### src/rtl/debug_pkg.sv
// Shared constants for the host debug unit: command codes, FSM encoding and dump sizing.
package debug_pkg;

  localparam int NBITS_DEF     = 32;
  localparam int RBITS_DEF     = 5;
  localparam int BANK_SIZE_DEF = 32;
  localparam int MEM_SIZE_DEF  = 6;

  localparam logic [7:0] CMD_LOAD = 8'h4C;
  localparam logic [7:0] CMD_RUN  = 8'h52;
  localparam logic [7:0] CMD_STEP = 8'h53;

  typedef enum logic [3:0] {
    IDLE,
    LD_CNT,
    LD_BYTE,
    LD_WR,
    RUN,
    STEP,
    DUMP_RD,
    DUMP_TX,
    DUMP_WT
  } dbg_state_e;

  function automatic int bytes_per_word(input int nbits);
    return nbits / 8;
  endfunction

  function automatic int dump_words(input int bank_size, input int mem_size);
    return 1 + bank_size + (1 << mem_size);
  endfunction

  localparam int BYTES_PER_WORD = bytes_per_word(NBITS_DEF);
  localparam int DUMP_WORDS     = dump_words(BANK_SIZE_DEF, MEM_SIZE_DEF);

endpackage

### src/rtl/dbg_word_serializer.sv
// Sends one captured word as UART bytes, MSB first, with a start/done handshake per byte.
module dbg_word_serializer
  import debug_pkg::*;
#(
  parameter int NBITS = 32
) (
  input  logic             clk,
  input  logic             rst,
  input  logic             i_load,
  input  logic [NBITS-1:0] i_word,
  input  logic             i_tx_done,
  output logic [7:0]       o_tx_data,
  output logic             o_tx_start,
  output logic             o_done
);

  localparam int BPW    = bytes_per_word(NBITS);
  localparam int BCNT_W = $clog2(BPW + 1);

  logic [NBITS-1:0]  word_q, word_d;
  logic [BCNT_W-1:0] bcnt_q, bcnt_d;
  logic              busy_q, busy_d;
  logic              wait_q, wait_d;

  always_ff @(posedge clk or negedge rst) begin
    if (!rst) begin
      word_q <= '0;
      bcnt_q <= '0;
      busy_q <= 1'b0;
      wait_q <= 1'b0;
    end else begin
      word_q <= word_d;
      bcnt_q <= bcnt_d;
      busy_q <= busy_d;
      wait_q <= wait_d;
    end
  end

  always_comb begin
    word_d     = word_q;
    bcnt_d     = bcnt_q;
    busy_d     = busy_q;
    wait_d     = wait_q;
    o_tx_start = 1'b0;
    o_done     = 1'b0;
    o_tx_data  = word_q[NBITS-1 -: 8];
    if (i_load) begin
      word_d = i_word;
      bcnt_d = '0;
      busy_d = 1'b1;
      wait_d = 1'b0;
    end else if (busy_q && !wait_q) begin
      o_tx_start = 1'b1;
      wait_d     = 1'b1;
    end else if (busy_q && i_tx_done) begin
      wait_d = 1'b0;
      if (bcnt_q == BCNT_W'(BPW - 1)) begin
        busy_d = 1'b0;
        o_done = 1'b1;
      end else begin
        // shift so the next byte always sits in the top lane
        word_d = word_q << 8;
        bcnt_d = bcnt_q + 1'b1;
      end
    end
  end

endmodule

### src/rtl/debug_unit.sv
// Host debug unit: loads imem from UART, gates the pipeline for run/step, dumps PC/regs/dmem.
//   state   | meaning
//   IDLE    | waiting for a command byte
//   LD_CNT  | next RX byte is the word count
//   LD_BYTE | assembling an instruction word, MSB first
//   LD_WR   | one-cycle imem write
//   RUN     | pipeline enabled until halt
//   STEP    | pipeline enabled for one cycle
//   DUMP_RD | drive read address, capture word
//   DUMP_TX | byte start pulse
//   DUMP_WT | waiting for tx_done
module debug_unit
  import debug_pkg::*;
#(
  parameter int NBITS     = NBITS_DEF,
  parameter int RBITS     = RBITS_DEF,
  parameter int BANK_SIZE = BANK_SIZE_DEF,
  parameter int MEM_SIZE  = MEM_SIZE_DEF
) (
  input  logic                clk,
  input  logic                rst,
  input  logic [7:0]          i_rx_data,
  input  logic                i_rx_valid,
  output logic [7:0]          o_tx_data,
  output logic                o_tx_start,
  input  logic                i_tx_done,
  output logic                o_imem_we,
  output logic [MEM_SIZE-1:0] o_imem_addr,
  output logic [NBITS-1:0]    o_imem_data,
  output logic                o_pipe_en,
  input  logic                i_halt,
  input  logic [NBITS-1:0]    i_pc,
  output logic [RBITS-1:0]    o_reg_addr,
  input  logic [NBITS-1:0]    i_reg_data,
  output logic [MEM_SIZE-1:0] o_dmem_addr,
  input  logic [NBITS-1:0]    i_dmem_data
);

  localparam int BPW    = bytes_per_word(NBITS);
  localparam int DWORDS = dump_words(BANK_SIZE, MEM_SIZE);
  localparam int BCNT_W = $clog2(BPW + 1);
  localparam int DIDX_W = $clog2(DWORDS);

  dbg_state_e          state_q, state_d;
  logic [7:0]          ld_rem_q, ld_rem_d;
  logic [MEM_SIZE-1:0] ld_idx_q, ld_idx_d;
  logic [BCNT_W-1:0]   bcnt_q, bcnt_d;
  logic [NBITS-1:0]    asm_q, asm_d;
  logic [DIDX_W-1:0]   didx_q, didx_d;

  logic             ser_load;
  logic             ser_done;
  logic [NBITS-1:0] cap_word;

  always_ff @(posedge clk or negedge rst) begin
    if (!rst) begin
      state_q  <= IDLE;
      ld_rem_q <= '0;
      ld_idx_q <= '0;
      bcnt_q   <= '0;
      asm_q    <= '0;
      didx_q   <= '0;
    end else begin
      state_q  <= state_d;
      ld_rem_q <= ld_rem_d;
      ld_idx_q <= ld_idx_d;
      bcnt_q   <= bcnt_d;
      asm_q    <= asm_d;
      didx_q   <= didx_d;
    end
  end

  always_comb begin
    state_d     = state_q;
    ld_rem_d    = ld_rem_q;
    ld_idx_d    = ld_idx_q;
    bcnt_d      = bcnt_q;
    asm_d       = asm_q;
    didx_d      = didx_q;
    o_imem_we   = 1'b0;
    o_imem_addr = '0;
    o_imem_data = '0;
    o_pipe_en   = 1'b0;
    o_reg_addr  = '0;
    o_dmem_addr = '0;
    ser_load    = 1'b0;
    cap_word    = i_pc;
    unique case (state_q)
      IDLE: begin
        if (i_rx_valid) begin
          didx_d = '0;
          if (i_rx_data == CMD_LOAD) state_d = LD_CNT;
          else if (i_rx_data == CMD_RUN) state_d = i_halt ? DUMP_RD : RUN;
          else if (i_rx_data == CMD_STEP) state_d = i_halt ? DUMP_RD : STEP;
        end
      end
      LD_CNT: begin
        if (i_rx_valid) begin
          ld_rem_d = i_rx_data;
          ld_idx_d = '0;
          bcnt_d   = '0;
          state_d  = (i_rx_data == 8'd0) ? IDLE : LD_BYTE;
        end
      end
      LD_BYTE: begin
        if (i_rx_valid) begin
          asm_d = (asm_q << 8) | NBITS'(i_rx_data);
          if (bcnt_q == BCNT_W'(BPW - 1)) begin
            bcnt_d  = '0;
            state_d = LD_WR;
          end else begin
            bcnt_d = bcnt_q + 1'b1;
          end
        end
      end
      LD_WR: begin
        o_imem_we   = 1'b1;
        o_imem_addr = ld_idx_q;
        o_imem_data = asm_q;
        ld_idx_d    = ld_idx_q + 1'b1;
        ld_rem_d    = ld_rem_q - 8'd1;
        state_d     = (ld_rem_q == 8'd1) ? IDLE : LD_BYTE;
      end
      RUN: begin
        o_pipe_en = 1'b1;
        if (i_halt) state_d = DUMP_RD;
      end
      STEP: begin
        o_pipe_en = 1'b1;
        state_d   = DUMP_RD;
      end
      DUMP_RD: begin
        ser_load = 1'b1;
        state_d  = DUMP_TX;
        // word 0 is the PC, then the register bank, then data memory
        if (didx_q == '0) begin
          cap_word = i_pc;
        end else if (didx_q <= DIDX_W'(BANK_SIZE)) begin
          o_reg_addr = RBITS'(didx_q - DIDX_W'(1));
          cap_word   = i_reg_data;
        end else begin
          o_dmem_addr = MEM_SIZE'(didx_q - DIDX_W'(1) - DIDX_W'(BANK_SIZE));
          cap_word    = i_dmem_data;
        end
      end
      DUMP_TX: state_d = DUMP_WT;
      DUMP_WT: begin
        if (ser_done) begin
          if (didx_q == DIDX_W'(DWORDS - 1)) begin
            didx_d  = '0;
            state_d = IDLE;
          end else begin
            didx_d  = didx_q + 1'b1;
            state_d = DUMP_RD;
          end
        end else if (i_tx_done) begin
          state_d = DUMP_TX;
        end
      end
      default: state_d = IDLE;
    endcase
  end

  dbg_word_serializer #(.NBITS(NBITS)) u_ser (
    .clk        (clk),
    .rst        (rst),
    .i_load     (ser_load),
    .i_word     (cap_word),
    .i_tx_done  (i_tx_done),
    .o_tx_data  (o_tx_data),
    .o_tx_start (o_tx_start),
    .o_done     (ser_done)
  );

endmodule

### config.mk
export PLATFORM = sky130hd
export DESIGN_NAME = debug_unit
export DESIGN_NICKNAME = d
export VERILOG_FILES = /design/src/rtl/debug_pkg.sv /design/src/rtl/dbg_word_serializer.sv /design/src/rtl/debug_unit.sv
export SDC_FILE = /design/constraint.sdc
export NUM_CORES = 1
export LEC_CHECK = 0
export CORE_AREA = 4 4 116 118
export DETAILED_ROUTE_END_ITERATION = 12
export DIE_AREA = 0 0 120 122
export DONT_BUFFER_PORTS = 1
export PLACE_DENSITY_LB_ADDON = 0.15
export SLEW_MARGIN = 25
export SYNTH_ARGS = -nofsm -noshare
export SYNTH_HDL_FRONTEND = slang
export SYNTH_SLANG_ARGS = --single-unit
### constraint.sdc
create_clock -name clk -period 3.6 [get_ports clk]
set_clock_uncertainty 0.2 [all_clocks]
set_input_delay 0.54 -clock clk [delete_from_list [all_inputs] [get_ports clk]]
set_output_delay 0.54 -clock clk [all_outputs]
set_load 0.02 [all_outputs]
**Met1 routing**

Supply wires on this layer in gray.
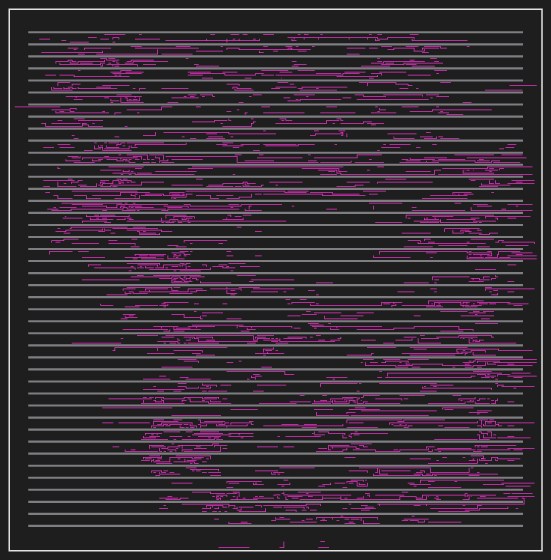
main direction: horizontal
longest straight run: 34.0 um
wire length on this layer: 5380 um
nets with wire on the layer: 587
share of all routed wire: 42%
met1 GRT Util: 22.2%
total length of routed wires: 12700 um

==> flow_summary.toml <==
# implementation run metrics
[floorplan]
die_x_um = 120
die_h_um = 122
chip_area_mm2 = 0.0146
fp_util_pct = 43.8
core_mm2 = 0.0125
num_rows = 41
ios = 169

[finish]
buffers = 18
inv_count = 7
logic_gates = 407
sh_comb_area_pct = 46.8
clkCellAreaFrac_pct = 4.99
largest_cell_class = "logic gates"
area_growth_pct = 8.01
filler_cell_count = 1175
comb_area_mm2 = 0.00276
final_nets = 658
buffer_area_share_pct = 2.89

[drt]
drt_iter0_drc = 265
wl_per_cell_um = 17.8
ant_nets = 0
vias_per_cell = 5.78
dr.pass1.iters = 5
vias = 4142

[timing]
fin_ws_ns = 0.326
fin_crit_sh_pct = 91.0
maxSlewViolCount = 0
finalHoldViolations = 0
relSlewSlack_pct = 46.7
grt_setup_unrepaired = "no"
setup_viol = 0
fmax_mhz = 305
period_needed_ns = 3.27
setup_tns_ns = 0
whs_ns = 0.0827

[logic_synthesis]
synth_cell_types = 51
async_flop_share_pct = 100
yosys.stat.seqShare_pct = 44.5
netlist_instances = 556
ys_sh_simple_pct = 16.7
synth_flop_count = 97
avgSynthCellArea_um2 = 9.81
fp_nets = 674
ff_type = "dfrtp_1"
logic_family = "AND-OR/OR-AND gates"
syn_area_mm2 = 0.00545
yosys_area_mm2 = 0.00545
edf_count = 0
synthAoiAreaFrac_pct = 17.9
synthXorXnorAreaFrac_pct = 0.964

[power_and_ir_drop]
power_leader = "registers"
p_sw_share_pct = 33.9
peakVddDrop_mv = 0.276
power.leakage_uw = 0.00284
seq_power_share_pct = 47.3
p_comb_uw = 1130
power.density_mw_per_mm2 = 672
internal_power_uw = 2610
powerClk_uw = 953
p_sw_uw = 1340

[place]
gp_congestion = 0.798
post-place-ws_ns = 0.693
placed_area_mm2 = 0.00556
dp_hpwl_um = 9320
portBuffers = 0

[critical_path]
path_cells = "inv_1, ha_1, or4b_4, or3_4, nand3_1, nor2_1, buf_4"
cpMaxStageDelayCell = "or3_4"
path_max_fanout = 38
end_kind = "output port"
path_delay_family = "simple AND/OR/NAND/NOR gates"
critPathBufInv = 2
critPathArrivalTime_ns = 2.53
path_class = "reg -> out"
critPathRequiredTime_ns = 2.86
slowest_delay_ns = 0.51

[global_route]
grt.busiest_layer = "met2"
grt_pass1_wl_um = 20700
grt_util_all_layers_pct = 17.5
grt_overflow = 0
grt_pass1_vias = 3981
grt_start_max_net_pins = 98

[clocking]
cts_tree = "done"
cts.sinks = 97
ctsResizeCount = 0
cts_setup_buffers = 0
ctsHoldBuffers = 2
cts_buffer_depth = 2
cts-root-buf = "clkbuf_16"
worstSkewPairLatency_ns = 0.34
htreeDepth = 3
clkTransAtPathRegs_ns = 0.06

[run]
max_cap_violations = 0
tool_warnings = 29

[run_status]
outcome = "complete, no violations"
**Sequential cells colored by netlist name**

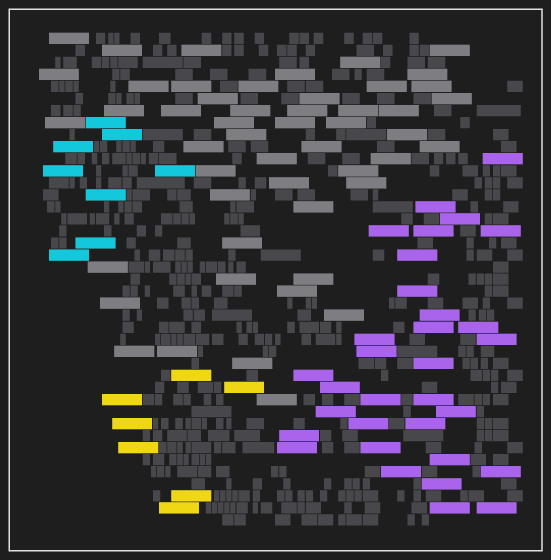
legend:
  yellow:
    signal: `didx_q`
    sequential_cells: 7
  cyan:
    signal: `ld_rem_q`
    sequential_cells: 8
  purple:
    signal: `u_ser.word_q`
    sequential_cells: 32
post-layout util: 47.3%
P_seq: 1870 uW
Seq area share: 41.2%
Register Area: 0.00243 mm2

path summary, 6_finish.rpt:
path | endpoint | startpoint | slack [ns] | cells after the start
max | o_reg_addr[2] | didx_q[0] | 0.33 | 7
min | state_q[3] | i_tx_done | 0.08 | 1
max reg2reg | u_ser.word_q[30] | didx_q[0] | 0.76 | 8
min reg2reg | u_ser.bcnt_q[2] | u_ser.bcnt_q[2] | 0.28 | 2
max in group asynchronous | u_ser.bcnt_q[1] | rst | 2.24 | 2
min in group asynchronous | asm_q[8] | rst | 0.60 | 2
synthesized netlist by cell type, types with 3 or more instances:
library cell   n  area (um2)
and3_1         3        18.8
and2_1        39         244
mux2i_1       33         330
nand2_1       31         116
nor2b_1        6        37.5
o21ai_1       18        90.1
inv_1          7        26.3
nor2_1        44         165
xnor2_1        4        35.0
o22ai_1        3        18.8
clkbuf_1      25        93.8
a21o_1         9        67.6
buf_6          4        45.0
nand3_1       13        65.1
nor4_1         3        18.8
a221o_1       24         240
buf_4         11        82.6
buf_2          4        20.0
ha_1           9         113
a21oi_1       43         215
mux2_2        33         372
nor3_1         8        40.0
nor3b_1        3        22.5
o21ai_0       38         190
nand4_1        6        37.5
o31ai_1        4        30.0
nand2b_1       4        25.0
dfrtp_1       97        2430
per-stage QoR:
step,instances,total power [uW]
after CTS,717,4020
after detailed placement,699,3020
final,717,3960
after global routing,717,4260
after floorplan,556,2780
after global placement,699,2970
state kept, by name (all words and copies together) (netlist names):
name and flops:
asm_q 32, u_ser.word_q 32, ld_idx_q 6, u_ser.wait_q 1, u_ser.busy_q 1, state_q 4
didx_q 7, bcnt_q 3, u_ser.bcnt_q 3, ld_rem_q 8
routing by layer:
metal / share of wire, % / routed length [um]
met2: 49 / 6220
met3: 7.4 / 947
met5: 0 / 0
met1: 42 / 5380
met4: 1.4 / 174
Power figures rest on the tool's default switching activity, not on a simulated workload.
